==> images/logic_types.png <==
(4 px per micron)
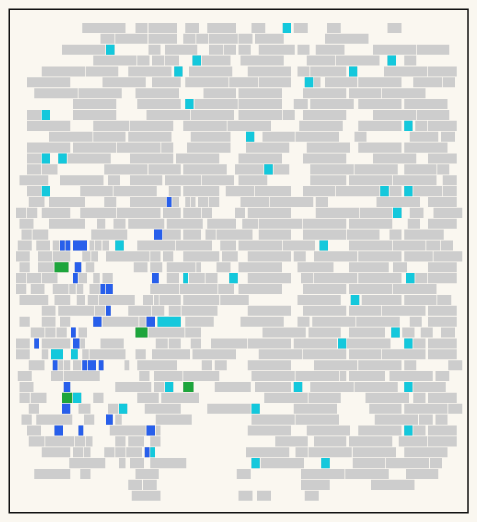
==> images/congestion.png <==
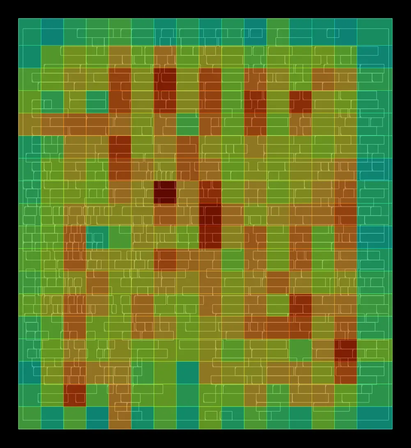
==> images/detail.png <==
Region (42, 23) to (72, 53) microns. Cells in gray, sequential cells in the stronger gray; small squares are vias.
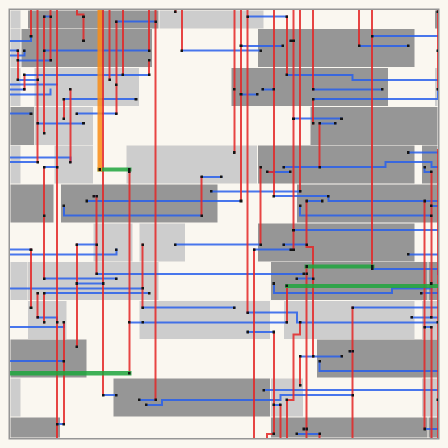
==> images/metal_density.png <==
(3 px per micron) 23 x 25 tiles, from white (low) to dark blue (high), scaled to the fullest tile. Values are wire area over tile area, all layers added.
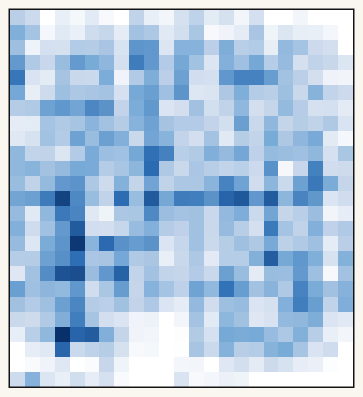
==> config.mk <==
export PLATFORM = sky130hd
export DESIGN_NAME = lut_access_ctrl
export DESIGN_NICKNAME = d
export VERILOG_FILES = /design/src/rtl/lut_access_ctrl.sv
export SDC_FILE = /design/constraint.sdc
export NUM_CORES = 1
export LEC_CHECK = 0
export CAP_MARGIN = 20
export CORE_ASPECT_RATIO = 1.1
export CORE_UTILIZATION = 50
export DETAILED_ROUTE_END_ITERATION = 12
export HOLD_SLACK_MARGIN = 0.05
export PLACE_DENSITY = 0.79
export SYNTH_ARGS = -nofsm -noshare
export SYNTH_HDL_FRONTEND = slang
export SYNTH_SLANG_ARGS = --single-unit
==> constraint.sdc <==
create_clock -name clock -period 2.2 [get_ports clock]
set_input_delay 0.44 -clock clock [delete_from_list [all_inputs] [get_ports clock]]
set_output_delay 0.44 -clock clock [all_outputs]
set_load 0.05 [all_outputs]
==> flow_summary.json <==
{
  "fin_area_sq_mm": 0.00941,
  "drt-pass1-iter-count": 5,
  "power_frac_seq": 0.272,
  "port_buffers": 100,
  "dp_slack_ns": 0.0504,
  "clock.fmax_mhz": 405,
  "fin_worst_skew_ns": 0.0111,
  "setup_ws_ns": -0.270,
  "pin_count": 165,
  "synth_adder_area_share": 0.0155,
  "power-top-group": "combinational logic",
  "p_per_area_mw_per_mm2": 1390,
  "netlist_top_cells_count": "edfxtp_1 (132), and2_1 (38), buf_4 (33), mux4_2 (33), nor2b_1 (33)",
  "dominantRegCellSynth": "edfxtp_1",
  "switching_share": 0.351,
  "synthArstFlopShare": 0.165,
  "leakagePower_nw": 3.44,
  "drc": 0,
  "compound_area_frac": 0.0319,
  "powerComb_mw": 6.56,
  "outcome": "finished with violations",
  "seq_cells": 158,
  "p_total_mw": 13.1,
  "coreArea_sq_mm": 0.0134,
  "finalSetupViolCount": 35,
  "mux_area_frac": 0.127,
  "final_util": 0.703,
  "ff2ff_path_depth": 10,
  "grt_overflow": 0,
  "synth_cells": 426,
  "synth_cell_types": 43,
  "dp_hpwl_microns": 8540,
  "synth.largest_area_cell": "edfxtp_1",
  "synth_warnings": 0,
  "top_logic_kind": "multiplexers",
  "rsz0062_at_grt": "yes",
  "finalNetCount": 616,
  "yosys_area_sq_mm": 0.00694,
  "finalMaxSlewViolations": 0,
  "openroad.warnings": 32,
  "edf_count": 132,
  "syn2layout_area_growth_pct": 35.6,
  "cts_buffers": 17,
  "ys_seq_frac": 0.665,
  "ys_ff": 158,
  "fillCellCount": 856,
  "worst_pin_slew_ns": 0.495,
  "relSlewSlack": 0.669,
  "critPathSlowestCell": "dfrtp_2",
  "antenna_cells": 0,
  "max_stage_delay_ns": 0.42,
  "die_w_microns": 114,
  "drive_gt1_frac": 0.399,
  "power_clock_mw": 2.98,
  "fp_nets": 516,
  "comb_power_share": 0.501,
  "crit_type": "reg2out",
  "taps": 184,
  "synth_top_area_share": 0.572,
  "ys_cells": 426,
  "ys_sh_xor": 0.00758,
  "fin_setup_tns_ns": -4.95,
  "yosys.area_share.simple": 0.101,
  "power.internal_mw": 8.51,
  "p_seq_mw": 3.57,
  "cts.sinks": 158,
  "gp_congestion": 0.880,
  "cts_tree": "built",
  "flop_area_sq_mm": 0.00462,
  "root_buffer": "clkbuf_16",
  "lay_top_cells": "edfxtp_1 (132), clkdlybuf4s50_1 (50), buf_12 (48)",
  "whs_ns": 0.400,
  "largest_cell_class": "sequential cells",
  "failed_checks": "setup timing",
  "grt_pass1_vias": 4260,
  "layout.clock_buffers": 17,
  "worstPathCellList": "ha_4 > a21o_1 > a2111oi_4 > nand2_2 > a21oi_4 > buf_12"
}
## Picture notes: logic_types.png
cyan -> nor cells  # cells 40, most used nor2b_1, where widely spread
green -> non-inverting ao/oa cells  # cells 4, most used a21o_1
blue -> nand cells  # cells 27, most used nand2_1
Non-Filler Instances: 723
Comb/total area: 0.223
most frequent logic cell in the layout: edfxtp_1

## Picture notes: congestion.png
Routed WL per cell: 19.4 microns
GRT Resource Usage Total: 0.209
met1 Track Usage GR: 0.255
met3 usage: 0.0538
layer with the highest usage: met2

## Picture notes: detail.png
red -> metal 2
green -> metal 3
orange -> metal 4
blue -> metal 1
sequential cells in the window = 13
cells with their middle in the window = 25
most frequent = edfxtp_1 (11), clkbuf_16 (3)

## Picture notes: metal_density.png
tiles over half the peak = 18%
nearly empty tiles = 5.9%
emptiest ninth of the die = south
vias post-DR: 3,964
routed wire length: 14,000 microns

-- critical path: cells and delay by family (launching register included) --
kind,cells,cell delay (ns)
adder cells (fa/ha/maj),1,0.23
flip-flops,1,0.42
buffers and inverters,1,0.15
AND-OR/OR-AND,3,0.69
AND/OR/NAND/NOR,1,0.13
-- layer usage --
layer | share of wire | wire length, microns | global-route usage
met1 | 0.39 | 5480 | 0.255
met2 | 0.53 | 7440 | 0.359
met3 | 0.065 | 903 | 0.0538
met4 | 0.012 | 168 | 0.0680
met5 | 0 | 0 | 0
-- timing repair --
action,4_1_cts,5_1_grt
cloned,4,0
buffers inserted,7,3
endpoints found under the setup margin,42,44
pin swaps,5,4
gates resized,43,8
Power figures rest on the tool's default switching activity, not on a simulated workload.
